### config.mk
export PLATFORM = sky130hd
export DESIGN_NAME = if_id_stage_buf
export DESIGN_NICKNAME = d
export VERILOG_FILES = /design/src/rtl/if_id_stage_buf.sv
export SDC_FILE = /design/constraint.sdc
export NUM_CORES = 1
export LEC_CHECK = 0
export CAP_MARGIN = 20
export CORE_AREA = 2 2 194 101
export CTS_CLUSTER_DIAMETER = 50
export DETAILED_ROUTE_END_ITERATION = 6
export DIE_AREA = 0 0 196 103
export PLACE_DENSITY = 0.76
export SLEW_MARGIN = 20
export SYNTH_ARGS = -nofsm -noshare
export SYNTH_HDL_FRONTEND = slang
export SYNTH_SLANG_ARGS = --single-unit
### constraint.sdc
create_clock -name clk -period 12.02 [get_ports clk]
set_input_delay 2.404 -clock clk [delete_from_list [all_inputs] [get_ports clk]]
set_output_delay 2.404 -clock clk [all_outputs]
set_load 0.01 [all_outputs]
### src/rtl/if_id_stage_buf.sv
// IF/ID decoupling buffer: DEPTH-entry in-order queue of {pc, pc+4, instr}
// with valid/ready on both sides, NOP presentation when empty and a bubble counter.
module if_id_stage_buf #(
    parameter int              XLEN      = 32,
    parameter int              DEPTH     = 2,
    parameter logic [XLEN-1:0] NOP_INSTR = XLEN'(32'h00000013),
    parameter int              BUB_W     = 16,
    localparam int             CNT_W     = $clog2(DEPTH + 1)
) (
    input  logic              clk,
    input  logic              reset_n,
    input  logic              flush,
    input  logic              in_valid,
    output logic              in_ready,
    input  logic [XLEN-1:0]   in_pc,
    input  logic [XLEN-1:0]   in_pc_plus4,
    input  logic [XLEN-1:0]   in_instr,
    output logic              out_valid,
    input  logic              out_ready,
    output logic [XLEN-1:0]   out_pc,
    output logic [XLEN-1:0]   out_pc_plus4,
    output logic [XLEN-1:0]   out_instr,
    output logic [CNT_W-1:0]  count,
    output logic [BUB_W-1:0]  bubble_cnt
);

    localparam int PTR_W = (DEPTH > 1) ? $clog2(DEPTH) : 1;

    typedef struct packed {
        logic [XLEN-1:0] pc;
        logic [XLEN-1:0] pc_plus4;
        logic [XLEN-1:0] instr;
    } entry_t;

    entry_t             mem_q [DEPTH];
    logic [PTR_W-1:0]   wr_ptr_q, wr_ptr_d;
    logic [PTR_W-1:0]   rd_ptr_q, rd_ptr_d;
    logic [CNT_W-1:0]   count_q, count_d;
    logic [BUB_W-1:0]   bub_q, bub_d;
    logic               push, pop;
    entry_t             head;

    // Wrap by explicit compare so non-power-of-two depths work.
    function automatic logic [PTR_W-1:0] ptr_inc(input logic [PTR_W-1:0] p);
        return (p == PTR_W'(DEPTH - 1)) ? '0 : p + PTR_W'(1);
    endfunction

    // in_ready depends only on registered count; no path from out_ready.
    assign in_ready  = (count_q < CNT_W'(DEPTH));
    assign out_valid = (count_q != '0);
    assign push      = in_valid & in_ready & ~flush;
    assign pop       = out_valid & out_ready & ~flush;
    assign head      = mem_q[rd_ptr_q];

    assign out_pc       = out_valid ? head.pc       : '0;
    assign out_pc_plus4 = out_valid ? head.pc_plus4 : '0;
    assign out_instr    = out_valid ? head.instr    : NOP_INSTR;
    assign count        = count_q;
    assign bubble_cnt   = bub_q;

    always_comb begin
        wr_ptr_d = wr_ptr_q;
        rd_ptr_d = rd_ptr_q;
        count_d  = count_q;
        bub_d    = bub_q;
        if (!out_valid && (bub_q != '1))
            bub_d = bub_q + BUB_W'(1);
        if (flush) begin
            wr_ptr_d = '0;
            rd_ptr_d = '0;
            count_d  = '0;
        end else begin
            if (push) wr_ptr_d = ptr_inc(wr_ptr_q);
            if (pop)  rd_ptr_d = ptr_inc(rd_ptr_q);
            case ({push, pop})
                2'b10:   count_d = count_q + CNT_W'(1);
                2'b01:   count_d = count_q - CNT_W'(1);
                default: count_d = count_q;
            endcase
        end
    end

    always_ff @(posedge clk or negedge reset_n) begin
        if (!reset_n) begin
            wr_ptr_q <= '0;
            rd_ptr_q <= '0;
            count_q  <= '0;
            bub_q    <= '0;
        end else begin
            wr_ptr_q <= wr_ptr_d;
            rd_ptr_q <= rd_ptr_d;
            count_q  <= count_d;
            bub_q    <= bub_d;
        end
    end

    // Storage needs no reset: out_* are masked by count while empty.
    always_ff @(posedge clk) begin
        if (push)
            mem_q[wr_ptr_q] <= '{pc: in_pc, pc_plus4: in_pc_plus4, instr: in_instr};
    end

endmodule

run_1/placed.png
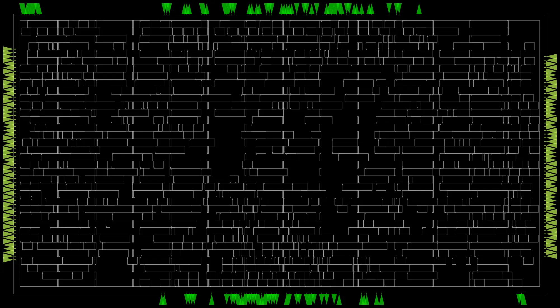
Final Core Density: 60.1%
Filler cells: 1430

run_1/clock_wires.png
(2 px per µm)
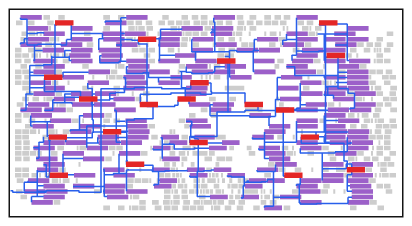
[blue] clock wires | length: 2430 µm
[purple] flip-flops | count: 212
[red] clock-net drivers | count: 20
routed clock nets: 21
flops lie: all over the die
insertion delay of the later-clocked pin in the worst-skew pair: 490 ps
power in the clock group: 0.587 mW
Clock Skews: 12.6 ps

==> COMMIT_EDITMSG, run 1 <==
Add synthesis and place-and-route results

- At floorplan, the net count of the design was reported as 602.
* Cts repair resizes: 0
- The leakage component of the power was reported as 3.81 nW.
- Per report_power, the clock group accounts for 33.9% of the total.
- The most used flip-flop cell after synthesis is sky130_fd_sc_hd__edfxtp_1.
- Synthesis Warnings: 0
- Summing the sequential cell areas from Yosys gives ~77% of the chip area.
- Met1 layer wirelength in the final routing: about 8.2 mm
* Run status: complete, no violations
- Wire segments on met2 add up to a little under 8 mm in the final route.
- Category of the worst setup path launch point: flip-flop
- Layout multi-input combinational cell count: about 260
- Final sequential cell count: 212
* Number of post-CTS setup repair buffers: 0
- Commonest cells after routing, fill and taps aside: sky130_fd_sc_hd__clkdlybuf4s50_1, sky130_fd_sc_hd__edfxtp_1, sky130_fd_sc_hd__nor2_1, sky130_fd_sc_hd__mux2i_1, sky130_fd_sc_hd__clkbuf_16
* Worst min-delay path class: reg -> reg
- Maximum number of pins on one net before global-route repair: around 80
* Routed wire length: around 18 mm
* And+or+nand+nor area frac: between 7 and 8%
- Count of distinct cell types in the synthesized netlist: 32
* DPL Wire Length: approximately 12 mm
- The synthesis stat section lists a flop and latch total of around 210.
* Setup CP Type: reg -> out
- For this run, asynchronously set or reset flops after synthesis account for under 10%.
* Count of plain and timing-repair buffers: 223
* Number of CTS-inserted buffers: 20
* Net switching fraction of the power: between 20% and 30%
* Critical path endpoint category: output port
* Inverter count: 5
* Average wire per cell in the routed design: roughly 18 µm
- STA shows the worst reg2reg path with a cell count of 5.
* Flip-flops with a built-in enable: between 150 and 200
- Summing all multi-input logic gate instances after layout gives between 1500 and 2000 µm².
* Area share of xor/xnor cells in the synthesized design: approximately 1.5%
* Hold Path Sink: bubble_cnt[0]
* Clk pin slew, worst setup/hold paths: 70 ps
run_1/port_trees.png
(3 px per µm)
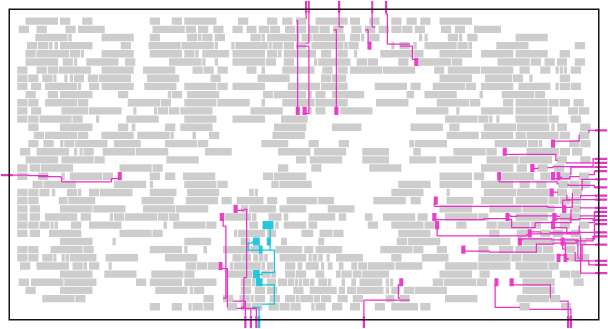
[magenta] out_pc | direction: output | edge: 20 right, 6 bottom, 5 top, 1 left | end cells: 32 | buffers: 32 | wire: 919 µm
[cyan] out_ready | direction: input | edge: bottom | end cells: 6 | buffers: 1 | wire: 63.2 µm
number of buffer cells added on primary ports: 216
total I/O pin count: 217

run_1/class_map.png
(2 px per µm)
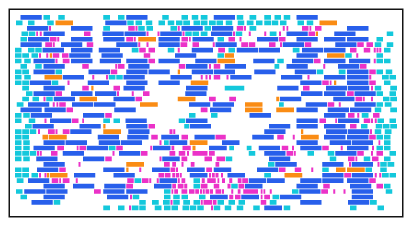
[cyan] remaining buffers and delay cells | cells: 223
[blue] registers | cells: 212
[orange] clock drivers and dummy loads | cells: 35
[magenta] remaining logic cells | cells: 267
design area: 11300 µm²
floorplan core area: 18700 µm²
fraction of area in registers: 55.7%

==> run 1: per-stage QoR <==
stage / area, µm² / cells / power (mW) / setup slack (ps) / util, %
floorplan: 8190 / 500 / 1.01 / 1760 / -
global placement: 10600 / 948 / 1.15 / 6760 / 56.7
detailed placement: 10600 / 948 / 1.16 / 6730 / 56.7
CTS: 11200 / 983 / 1.75 / 6220 / 60.0
global route: 11300 / 984 / 1.80 / 6050 / 60.1
finish: 11300 / 985 / 1.73 / 6290 / 60.1
==> run 1: synth_stat cells, types with 4 or more instances <==
master / number
sky130_fd_sc_hd__inv_1: 5
sky130_fd_sc_hd__clkbuf_1: 4
sky130_fd_sc_hd__dfrtp_1: 20
sky130_fd_sc_hd__xnor2_1: 4
sky130_fd_sc_hd__buf_2: 12
sky130_fd_sc_hd__nor2_1: 101
sky130_fd_sc_hd__nand2_1: 13
sky130_fd_sc_hd__edfxtp_1: 192
sky130_fd_sc_hd__mux2i_1: 98
sky130_fd_sc_hd__a21oi_1: 4
sky130_fd_sc_hd__buf_1: 5
sky130_fd_sc_hd__nor3_1: 6
sky130_fd_sc_hd__xor2_1: 10
==> run 1: how the worst max path moves through the flow <==
stage                         endpoint  cells past startpoint
after detailed placement  out_instr[0]                      5
final                     out_instr[0]                      5
after global placement    out_instr[0]                      5
after CTS                 out_instr[0]                      5
after global routing      out_instr[0]                      5
after floorplan            mem_q[1][0]                      2
==> run 1: critical path, stage by stage (launching register included) <==
cell and delay [ps]:
sky130_fd_sc_hd__dfrtp_1 490, sky130_fd_sc_hd__nor2_4 690, sky130_fd_sc_hd__buf_4 640, sky130_fd_sc_hd__inv_1 290, sky130_fd_sc_hd__nand2_1 120, sky130_fd_sc_hd__clkdlybuf4s50_1 540
==> run 2: changes to the inputs <==
==> constraint.sdc (replaced) <==
create_clock -name clk -period 5.8 [get_ports clk]
set_input_delay 1.16 -clock clk [delete_from_list [all_inputs] [get_ports clk]]
set_output_delay 1.16 -clock clk [all_outputs]
set_load 0.01 [all_outputs]
run_2/ff_map.png
(2 px per µm) Other sequential cells in the stronger grey, the rest of the logic in the fainter grey.
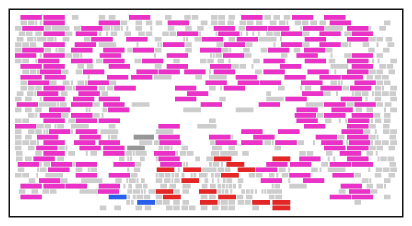
[blue] count | flops: 2
[red] bubble_cnt | flops: 16 | where: bottom middle
[magenta] mem_q | flops: 192 | where: all over the die
not coloured: 2
fraction of area in registers: 55.5%
Final Core Density: 60.3%

==> run 2 against run 1 <==
Sequential share of layout area shrank 0.17 points. Global-route usage grew 0.096 points. Combinational power is 110% higher. Clock power grew 110%. Register-to-register slack worse by 6000 ps. Largest power group unchanged. Critical endpoint unchanged. Synthesized cell count is the same. Total power increased by 110%. Die size is the same. Count of clock-buffer cells in the layout is 3 lower. Routed wire length up 1.7%. Critical path type unchanged. Design area up 0.31%.
==> COMMIT_EDITMSG, run 2 <==
Add synthesis and place-and-route results

- The cell count after placement came to 949 (+0.11%).
- The total clock buffers created by CTS is 21 (+5.0%).
- Maximum number of pins on one net before global-route repair: 97 (+21%)
- Post-layout net count: around 830
- Setup repair after global routing left no endpoint under its margin.
- The synthesis-stage register bit count came to 212 (unchanged).
* Hold Path Sink: bubble_cnt[14]
* Average wire per cell in the routed design: 18.6 µm (+1.7%)
- The flow ran to the end, and the final reports show no timing, DRC or antenna violations.
- Filler cells: 1395 (-2.4%)
- The final design area excluding fillers came to 11300 µm² (+0.31%).
- The count of placed standard cells in the final layout, fillers left out came to 985 (unchanged).
- Category of the worst setup path launch point: flip-flop
- The setup path with the least slack is of type reg -> out.
* Count of cells along the worst register-to-register path: 5 (unchanged)
- The post-DP HPWL was 12.0 mm (-0.53%).
- Count leader, synth: sky130_fd_sc_hd__edfxtp_1
- Dominant delay contributor by cell family on the critical path: buffers and inverters
- Cts repair resizes: 0 (unchanged)
* Number of buffer cells added on primary ports: 216 (unchanged)
- Mean area per synthesized cell: approximately 16 µm²
* Count of max-cap constraint violations: 0
- In this run the worst hold path is classified as reg -> reg.
- The synthesized netlist net count came to 602 (unchanged).
* Synthesis Warnings: 0 (unchanged)
- The met1 routed wirelength after detailed routing came to 8.37 mm (+1.9%).
- The critical path's largest stage delay was 790 ps (+100 ps).
- Worst-path cell with the longest stage delay: sky130_fd_sc_hd__buf_4
- Final sum of negative setup slack: 0 ps
* Clock root buffer: sky130_fd_sc_hd__clkbuf_16
- The worst register-to-register path ends at bubble_cnt[15].
- The post-route clock skew came to 9.18 ps (-3.37 ps).
* Cell area after placement: 10600 µm² (+0.19%)
- By instance count after routing, the leading logic cell types are sky130_fd_sc_hd__clkdlybuf4s50_1, sky130_fd_sc_hd__edfxtp_1, sky130_fd_sc_hd__nor2_1, sky130_fd_sc_hd__mux2i_1, sky130_fd_sc_hd__clkbuf_16.
* Critical path endpoint category: output port
- The total setup buffers inserted after CTS came to 0 (unchanged).
- Flip-flop count of the largest register after layout: about 190
- Sequential area share after synthesis: 76.6% (unchanged)
- The synthesis report names the predominant flop master as sky130_fd_sc_hd__edfxtp_1.
- Tightest slew margin relative to the limit: a little under a third
- The clock network latency to the later pin of the worst-skew pair was 480 ps (about the same).
- Routed wire length: 18.3 mm (+1.7%)
- The share of flip-flops with an asynchronous set or reset after synthesis is 9.43% (unchanged).
- For this run, the script counts the antenna cells in the layout as 0.
- The clock transition time at the flip-flop clock pins of the worst setup and hold paths is 60 ps (about the same).
- Flip-flops with a built-in enable: 192 (unchanged)
- Count of distinct cell types in the synthesized netlist: 32 (unchanged)
- In this run the worst setup path terminates at out_instr[0].
* Cell breakdown of the critical path: nor2_4 -> buf_4 -> inv_1 -> nand2_1 -> clkdlybuf4s50_1
- Clock period minus worst slack: around 4100 ps
- The core area is 18700 µm² (unchanged).
* CP bufs+invs: 3 (unchanged)
* Setup violation total in the final timing report: 0
* Most frequent cells after synthesis: sky130_fd_sc_hd__edfxtp_1, sky130_fd_sc_hd__nor2_1, sky130_fd_sc_hd__mux2i_1, sky130_fd_sc_hd__dfrtp_1, sky130_fd_sc_hd__nand2_1
- Critical Path Source: count[1]
- The met2 wire length came to 8.03 mm (+2.4%).
* Standby leakage power: 3.82 nW (+0.27%)
* Total I/O pin count: 217 (unchanged)
- The total number of cells along the worst setup path is 5 (unchanged).
[run 2: cell counts after synthesis]
Identical to the previous run, type by type.
[run 2: metrics by stage]
stage | worst slack (ps) | power (mW) | hold slack [ps] | util, %
2_1_floorplan | 191 | 2.09 | 536 | -
3_3_place_gp | 2140 | 2.39 | 505 | 56.8
3_5_place_dp | 2090 | 2.41 | 524 | 56.8
4_1_cts | 1550 | 3.67 | 540 | 60.2
5_1_grt | 1510 | 3.78 | 568 | 60.3
6_report | 1720 | 3.64 | 540 | 60.3
[run 2: final cells by class]
cell class / instances / area (µm²) / area share, %
tap: 247 / 309 / 2.74
timing repair buffer: 224 / 2240 / 19.8
inverter: 5 / 18.8 / 0.166
clock inverter: 8 / 65.1 / 0.576
clock buffer: 27 / 558 / 4.94
sequential: 212 / 6270 / 55.5
multi-input combinational: 262 / 1840 / 16.3
[run 2: cells by family (layout without fill, tap and decap cells)]
family          after synthesis  in the layout  share of synthesized area (%)
flops                       212            212                           76.6
simple gates                139            139                           7.49
mux                          99             99                           12.2
buf+inv                      26            264                           1.38
xor+xnor                     14             14                           1.50
compound gates                9              9                          0.764
fa+ha+maj                     1              1                          0.153
[run 2: power breakdown]
| part | internal [mW] | switching [mW] |
|---|---|---|
| sequential | 1.76 | 0.0636 |
| clock | 0.720 | 0.537 |
| combinational | 0.298 | 0.259 |
[run 2: routing by layer]
layer  track usage, %  vias to the layer above
li1                 -                     2302
met1             26.1                     2444
met2             26.2                      219
met3             5.46                       29
met4             3.73                        0
met5                0                        -
==> run 3: changes to the inputs <==
--- a/config.mk
+++ b/config.mk
@@ -6,11 +6,11 @@
 export NUM_CORES = 1
 export LEC_CHECK = 0
 export CAP_MARGIN = 20
-export CORE_AREA = 2 2 194 101
+export CORE_AREA = 2 2 196 102
 export CTS_CLUSTER_DIAMETER = 50
 export DETAILED_ROUTE_END_ITERATION = 6
-export DIE_AREA = 0 0 196 103
-export PLACE_DENSITY = 0.76
+export DIE_AREA = 0 0 198 104
+export PLACE_DENSITY = 0.78
 export SLEW_MARGIN = 20
 export SYNTH_ARGS = -nofsm -noshare
 export SYNTH_HDL_FRONTEND = slang
==> constraint.sdc (replaced) <==
create_clock -name clk -period 3.4 [get_ports clk]
set_input_delay 0.68 -clock clk [delete_from_list [all_inputs] [get_ports clk]]
set_output_delay 0.68 -clock clk [all_outputs]
set_load 0.01 [all_outputs]
run_3/ff_map.png
(2 px per µm) Other sequential cells in the stronger grey, the rest of the logic in the fainter grey.
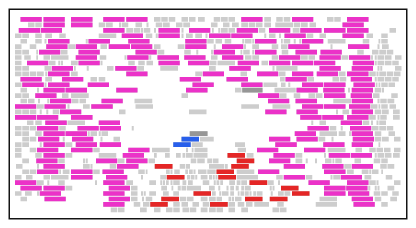
[blue] count | flops: 2
[magenta] mem_q | flops: 192 | where: all over the die
[red] bubble_cnt | flops: 16 | where: bottom middle
not coloured: 2
sequential cell power: 3.09 mW
fraction of area in registers: 54.9%
Final Core Density: 60.2%
sequential cell area: 6270 µm²

==> run 3 against run 2 <==
Clock skew is 0.98 ps lower. Design area grew 1.0%. Critical path type unchanged. Total power is 75% higher. Worst setup slack got worse by 1300 ps. Sequential power up about 70%. Clock power rose by 82%. Synthesized cell count stayed put. Non-clock buffer count is 1 higher. Global-route usage down 0.48 points. Cell count is 1.8% higher. Sequential share of layout area shrank 0.57 points.
==> COMMIT_EDITMSG, run 3 <==
Add synthesis and place-and-route results

* Count of distinct cell types in the synthesized netlist: 32 (unchanged)
* Total I/O pin count: 217 (unchanged)
* DPL Wire Length: 12.3 mm (+2.1%)
- Synthesis Warnings: 0 (unchanged)
- The clock transition time at the flip-flop clock pins of the worst setup and hold paths was 60 ps (about the same).
- The total of buffers placed on input and output ports is 216 (unchanged).
- The number of synthesized flops with an enable pin came to 192 (unchanged).
- The share of flip-flops with an asynchronous set or reset after synthesis was 9.43% (unchanged).
- Synthesis-stage register bit count: 212 (unchanged)
* Adder Area Share: 0.153% (unchanged)
* Category of the worst setup path launch point: flip-flop
* Average wire per cell in the routed design: 18.0 µm (-3.5%)
- Cell area after placement: 10700 µm² (+0.87%)
- The run finished with clean final reports.
- The total clock buffers created by CTS came to 20 (-4.8%).
- Met1 layer wirelength in the final routing: 8.34 mm (-0.38%)
- Count of max-cap constraint violations: 0 (unchanged)
* Met2 WL post-DR: 7.68 mm (-4.4%)
- The number of flip-flops in the largest register was 192 (unchanged).
- The simple logic cell fraction of the synthesized area is 7.49% (unchanged).
* Floorplan core area: 19000 µm² (+1.2%)
- The headroom to the max-slew limit came to 61.4% (+31 points).
- Clock root buffer: sky130_fd_sc_hd__clkbuf_16
- Dominant delay contributor by cell family on the critical path: buffers and inverters
* Post-synthesis compound-gate area fraction: 0.764% (unchanged)
- Clock period minus worst slack: 3010 ps
* Mean area per synthesized cell: 16.4 µm² (unchanged)
* Critical path endpoint category: output port
- Longest individual stage delay on the worst path: 580 ps (-210 ps)
- In this run the worst hold path is classified as reg -> reg.
- In the layout the commonest cells are sky130_fd_sc_hd__clkdlybuf4s50_1, sky130_fd_sc_hd__edfxtp_1, sky130_fd_sc_hd__nor2_1, sky130_fd_sc_hd__mux2i_1, sky130_fd_sc_hd__clkbuf_16.
- The total design power came to 6.35 mW (+75%).
* Insertion delay of the later-clocked pin in the worst-skew pair: 480 ps (about the same)
- Listed in order, past its start point the critical path passes buf_4 -> mux2i_1 -> nor2_1 -> clkdlybuf4s50_1.
* Area share of xor/xnor cells in the synthesized design: 1.50% (unchanged)
- The pin count of the biggest net entering global routing was 97 (unchanged).
* Most frequent cells after synthesis: sky130_fd_sc_hd__edfxtp_1, sky130_fd_sc_hd__nor2_1, sky130_fd_sc_hd__mux2i_1, sky130_fd_sc_hd__dfrtp_1, sky130_fd_sc_hd__nand2_1
- The worst setup path is of the reg -> out kind.
-- run 3: per-stage QoR --
stage | setup slack, ps | std cells | setup TNS [ps]
floorplan | -230 | 500 | -27030
global placement | 927 | 970 | 0
detailed placement | 913 | 970 | 0
CTS | 395 | 1001 | 0
global route | 284 | 1003 | 0
finish | 393 | 1003 | 0
-- run 3: power by group --
part	switching (mW)	internal (mW)	leakage [nW]
Combinational	0.458	0.514	1.51
Clock	0.874	1.41	0.326
Sequential	0.0918	3.00	2.02
-- run 3: cell type report --
cell class / count / area (µm²) / area share, %
Sequential cell: 212 / 6270 / 54.9
Timing Repair Buffer: 225 / 2270 / 19.9
Multi-Input combinational cell: 262 / 1850 / 16.2
Clock buffer: 23 / 533 / 4.67
Tap cell: 266 / 333 / 2.92
Clock inverter: 8 / 136 / 1.19
Inverter: 5 / 18.8 / 0.164
Antenna cell: 2 / 5.00 / 0.0438
-- run 3: layer usage --
layer  GRT usage [%]  vias up
met5               0        -
met4            4.73        0
met3            4.67       30
met2            25.1      221
met1            25.5     2402
li1                -     2298
-- run 3: final timing paths --
| kind | startpoint | endpoint | slack (ps) | cells past startpoint |
|---|---|---|---|---|
| setup / recovery | rd_ptr_q | out_pc[17] | 390 | 4 |
| hold / removal | bubble_cnt[14] | bubble_cnt[14] | 540 | 1 |
| setup reg to reg | count[1] | bubble_cnt[15] | 1410 | 5 |
| hold reg to reg | bubble_cnt[14] | bubble_cnt[14] | 540 | 1 |
| max in group asynchronous | reset_n | rd_ptr_q | 2590 | 2 |
| min in group asynchronous | reset_n | bubble_cnt[15] | 560 | 2 |
Power and IR drop assume default switching activity.
